--- src/rtl/avalon_pkg.sv ---
// Shared types and constants for the avalon_sink receive path.
package avalon_pkg;

    typedef enum logic [1:0] {
        ST_IDLE = 2'd0,
        ST_RECV = 2'd1,
        ST_DONE = 2'd2
    } state_t;

    localparam int DATA_W_DEF = 8;
    localparam int BEAT_CNT_W = 8;

endpackage

--- src/rtl/sync_fifo.sv ---
// Single-clock FIFO with occupancy count; head data reads 0 while empty.
module sync_fifo #(
    parameter int DATA_W = 8,
    parameter int DEPTH  = 4
) (
    input  logic                     clk,
    input  logic                     resetn,
    input  logic                     push,
    input  logic [DATA_W-1:0]        push_data,
    input  logic                     pop,
    output logic [DATA_W-1:0]        head_data,
    output logic                     empty,
    output logic                     full,
    output logic [$clog2(DEPTH):0]   count
);
    localparam int PTR_W = $clog2(DEPTH);

    logic [DATA_W-1:0] mem_q [DEPTH];
    logic [PTR_W-1:0]  wr_ptr_q, wr_ptr_d;
    logic [PTR_W-1:0]  rd_ptr_q, rd_ptr_d;
    logic [PTR_W:0]    count_q, count_d;
    logic              do_push, do_pop;

    assign empty     = (count_q == '0);
    assign full      = (count_q == (PTR_W+1)'(DEPTH));
    assign count     = count_q;
    assign head_data = empty ? '0 : mem_q[rd_ptr_q];

    always_comb begin
        do_push  = push && !full;
        do_pop   = pop && !empty;
        wr_ptr_d = wr_ptr_q;
        rd_ptr_d = rd_ptr_q;
        count_d  = count_q;
        // DEPTH is a power of two, so pointer overflow is the modulo wrap
        if (do_push) wr_ptr_d = wr_ptr_q + 1'b1;
        if (do_pop)  rd_ptr_d = rd_ptr_q + 1'b1;
        if (do_push && !do_pop)      count_d = count_q + 1'b1;
        else if (!do_push && do_pop) count_d = count_q - 1'b1;
    end

    always_ff @(posedge clk or negedge resetn) begin
        if (!resetn) begin
            wr_ptr_q <= '0;
            rd_ptr_q <= '0;
            count_q  <= '0;
        end else begin
            wr_ptr_q <= wr_ptr_d;
            rd_ptr_q <= rd_ptr_d;
            count_q  <= count_d;
        end
    end

    always_ff @(posedge clk) begin
        if (do_push) mem_q[wr_ptr_q] <= push_data;
    end

endmodule

--- src/rtl/avalon_sink.sv ---
// Ready-latency-1 Avalon-ST burst sink feeding a local FIFO.
// Optional payload sequence checker enabled by defining AVALON_SINK_CHECK_EN.
module avalon_sink
    import avalon_pkg::*;
#(
    parameter int DATA_W  = DATA_W_DEF,
    parameter int DEPTH   = 4,
    parameter int N_BEATS = 3
`ifdef AVALON_SINK_CHECK_EN
    ,
    parameter int FIRST_VAL = 4
`endif
) (
    input  logic                   clk,
    input  logic                   resetn,
    input  logic                   start,
    input  logic                   valid,
    input  logic [DATA_W-1:0]      data,
    output logic                   ready,
    output logic                   out_valid,
    output logic [DATA_W-1:0]      out_data,
    input  logic                   out_ready,
    output logic [BEAT_CNT_W-1:0]  beat_cnt,
    output logic                   done,
    output logic                   protocol_err,
    output logic                   seq_err
);
    localparam int CNT_W = $clog2(DEPTH) + 1;

    state_t                 state_q, state_d;
    logic                   ready_q;
    logic [BEAT_CNT_W-1:0]  grant_cnt_q, grant_cnt_d;
    logic [BEAT_CNT_W-1:0]  beat_cnt_q, beat_cnt_d;
    logic                   done_q, done_d;
    logic                   perr_q, perr_d;
    logic                   seq_err_q, seq_err_d;
    logic                   accept, pop, seq_mismatch;
    logic                   fifo_empty, fifo_full;
    logic [CNT_W-1:0]       fifo_count;

    assign accept = valid && ready_q;
    assign pop    = out_valid && out_ready;

    // Same-cycle pops are not credited, so a granted beat always finds room
    assign ready = (state_q == ST_RECV)
                && (grant_cnt_q < BEAT_CNT_W'(N_BEATS))
                && ((fifo_count + CNT_W'(ready_q)) < CNT_W'(DEPTH));

`ifdef AVALON_SINK_CHECK_EN
    assign seq_mismatch = accept && (data != (DATA_W'(FIRST_VAL) + DATA_W'(beat_cnt_q)));
`else
    assign seq_mismatch = 1'b0;
`endif

    sync_fifo #(
        .DATA_W (DATA_W),
        .DEPTH  (DEPTH)
    ) u_fifo (
        .clk       (clk),
        .resetn    (resetn),
        .push      (accept),
        .push_data (data),
        .pop       (pop),
        .head_data (out_data),
        .empty     (fifo_empty),
        .full      (fifo_full),
        .count     (fifo_count)
    );

    assign out_valid    = !fifo_empty;
    assign beat_cnt     = beat_cnt_q;
    assign done         = done_q;
    assign protocol_err = perr_q;
    assign seq_err      = seq_err_q;

    always_comb begin
        state_d     = state_q;
        grant_cnt_d = grant_cnt_q;
        beat_cnt_d  = beat_cnt_q;
        done_d      = done_q;
        perr_d      = perr_q;
        seq_err_d   = seq_err_q;
        if (ready)          grant_cnt_d = grant_cnt_q + 1'b1;
        if (accept)         beat_cnt_d  = beat_cnt_q + 1'b1;
        if (valid && !ready_q) perr_d   = 1'b1;
        if (seq_mismatch)   seq_err_d   = 1'b1;
        case (state_q)
            ST_IDLE, ST_DONE: begin
                if (start) begin
                    state_d     = ST_RECV;
                    grant_cnt_d = '0;
                    beat_cnt_d  = '0;
                    done_d      = 1'b0;
                    perr_d      = 1'b0;
                    seq_err_d   = 1'b0;
                end
            end
            ST_RECV: begin
                if (accept && (beat_cnt_q == BEAT_CNT_W'(N_BEATS - 1))) begin
                    state_d = ST_DONE;
                    done_d  = 1'b1;
                end
            end
            default: state_d = ST_IDLE;
        endcase
    end

    always_ff @(posedge clk or negedge resetn) begin
        if (!resetn) begin
            state_q     <= ST_IDLE;
            ready_q     <= 1'b0;
            grant_cnt_q <= '0;
            beat_cnt_q  <= '0;
            done_q      <= 1'b0;
            perr_q      <= 1'b0;
            seq_err_q   <= 1'b0;
        end else begin
            state_q     <= state_d;
            ready_q     <= ready;
            grant_cnt_q <= grant_cnt_d;
            beat_cnt_q  <= beat_cnt_d;
            done_q      <= done_d;
            perr_q      <= perr_d;
            seq_err_q   <= seq_err_d;
        end
    end

    logic unused_full;
    assign unused_full = fifo_full;

endmodule

--- config.mk ---
export PLATFORM = sky130hd
export DESIGN_NAME = avalon_sink
export DESIGN_NICKNAME = d
export VERILOG_FILES = /design/src/rtl/avalon_pkg.sv /design/src/rtl/sync_fifo.sv /design/src/rtl/avalon_sink.sv
export SDC_FILE = /design/constraint.sdc
export NUM_CORES = 1
export LEC_CHECK = 0
export CAP_MARGIN = 20
export CORE_ASPECT_RATIO = 1.2
export CORE_MARGIN = 4
export CORE_UTILIZATION = 35
export DETAILED_ROUTE_END_ITERATION = 7
export GPL_TIMING_DRIVEN = 0
export MAX_ROUTING_LAYER = met4
export PLACE_DENSITY = 0.66
export SETUP_SLACK_MARGIN = 0.3
export SYNTH_ARGS = -nofsm -noshare
export SYNTH_HDL_FRONTEND = slang
export SYNTH_HIERARCHICAL = 1
export SYNTH_SLANG_ARGS = --single-unit
--- constraint.sdc ---
create_clock -name clk -period 2.4 [get_ports clk]
set_input_delay 0.48 -clock clk [delete_from_list [all_inputs] [get_ports clk]]
set_output_delay 0.48 -clock clk [all_outputs]
set_load 0.02 [all_outputs]
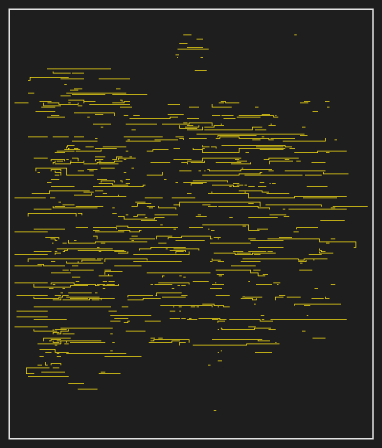
Figure 1: metal 1.
nets with wire on the layer: 236
wire length on this layer: 2190 µm
main direction: horizontal
longest straight run: 25.8 µm
share of all routed wire: 44%

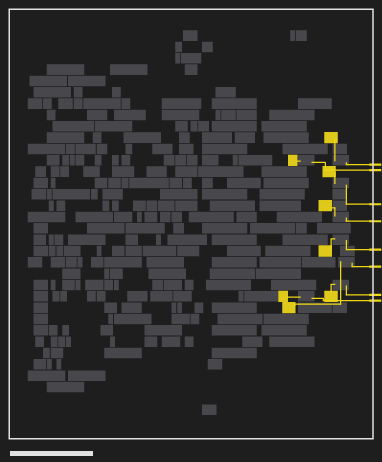
Figure 2: port wiring.
Scale bar: 20 µm.
| color | port | bits | direction | edge | end cells | wire |
|---|---|---|---|---|---|---|
| yellow | out_data | 8 | output | right | 8 | 119 µm |

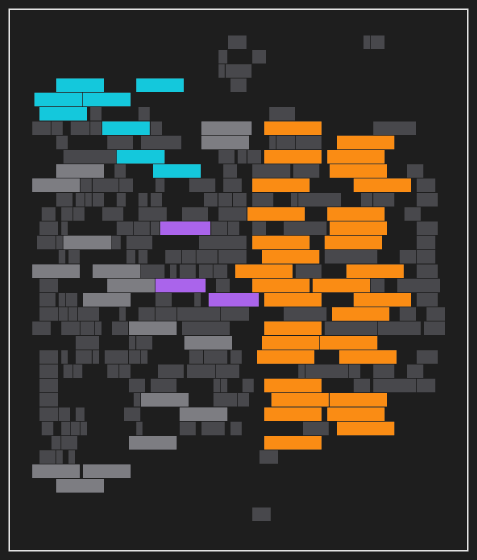
Figure 3: sequential cells colored by netlist name.
| color | netlist name | placed flops |
|---|---|---|
| orange | u_fifo/mem_q | 32 |
| cyan | grant_cnt_q | 8 |
| purple | u_fifo/count | 3 |

==> notes.md <==
Implementation results are summarized by area below.

STA
The final timing summary puts the cycle share of the worst path at 0.9146. In the final timing run, aggregate negative setup slack is 0 ps. Setup repair after global routing could not meet its margin everywhere.

Yosys
The dominant cell by count in the synthesized netlist is edfxtp_1. After synthesis, the most frequently instantiated cells are 32 x edfxtp_1, 28 x dfrtp_1, 13 x and2_1. The gate count after technology mapping is 181. The count of library flops with an enable pin is 32. Of the total synthesized cell area, the portion taken by AND, OR, NAND and NOR gates is 0.1344.

Place
The estimated wirelength of the detail-placed design is 3154 µm. Per the gpl log, the routability congestion estimate is 0.7416.

Clock tree
The clock slew seen by the registers of the worst setup and hold paths is 70 ps.

Finish
In the finished design the tool counted flip-flops and latches totalling 60. Per the final report, the share of cell area in non-clock buffers is 0.1722. The fraction of final cell area spent on clock buffers and inverters in this run is 0.05402. Counting flops per register, the top entry is u_fifo/mem_q.

Global route
The remaining global-route overflow is 0. The global-route wire length before repair is 8362 µm.

Status
The run finished with clean final reports.

Setup path
Data arrives at the worst endpoint at about 1700 ps. The worst-path maximum fanout is 4.

Die
The standard-cell row count is 34. In this run the count of I/O pins placed on the die edge is 34.

Power
Ranked by power, first place goes to combinational logic.

Drt
The violation count after the first detailed-route iteration is ~65.
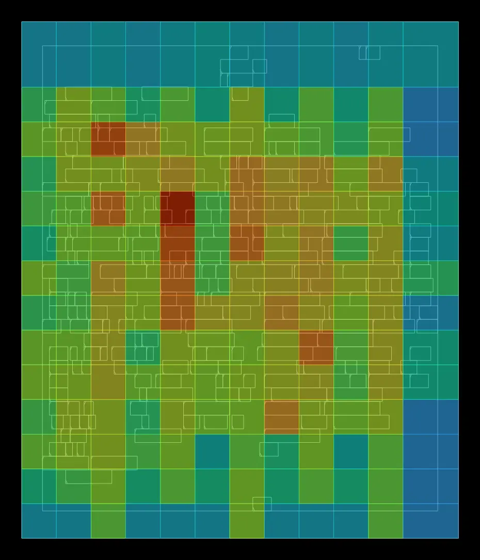
Figure 4: track usage over the die.
share of the core filled with cells in the final layout: 0.4904
routing usage on met2: 0.2051
grt met1 use: 0.1579
peak-usage layer in the global routing report: met2

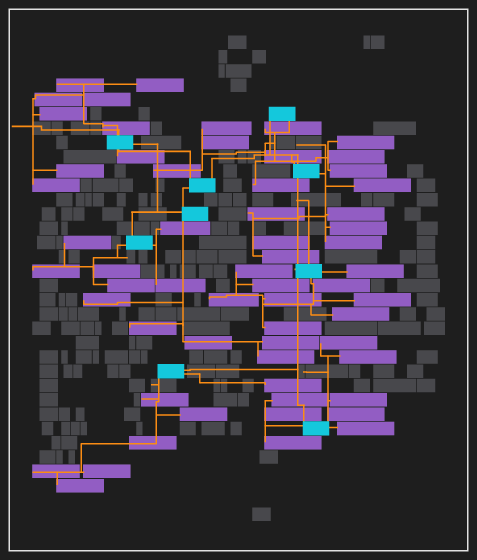
Figure 5: routed clock nets over the placement.
[purple] flip-flops | count: 60
[cyan] cells driving clock nets | count: 9
[orange] clock wires | length: 744 µm
routed clock nets: 10

Power and IR drop assume default switching activity.
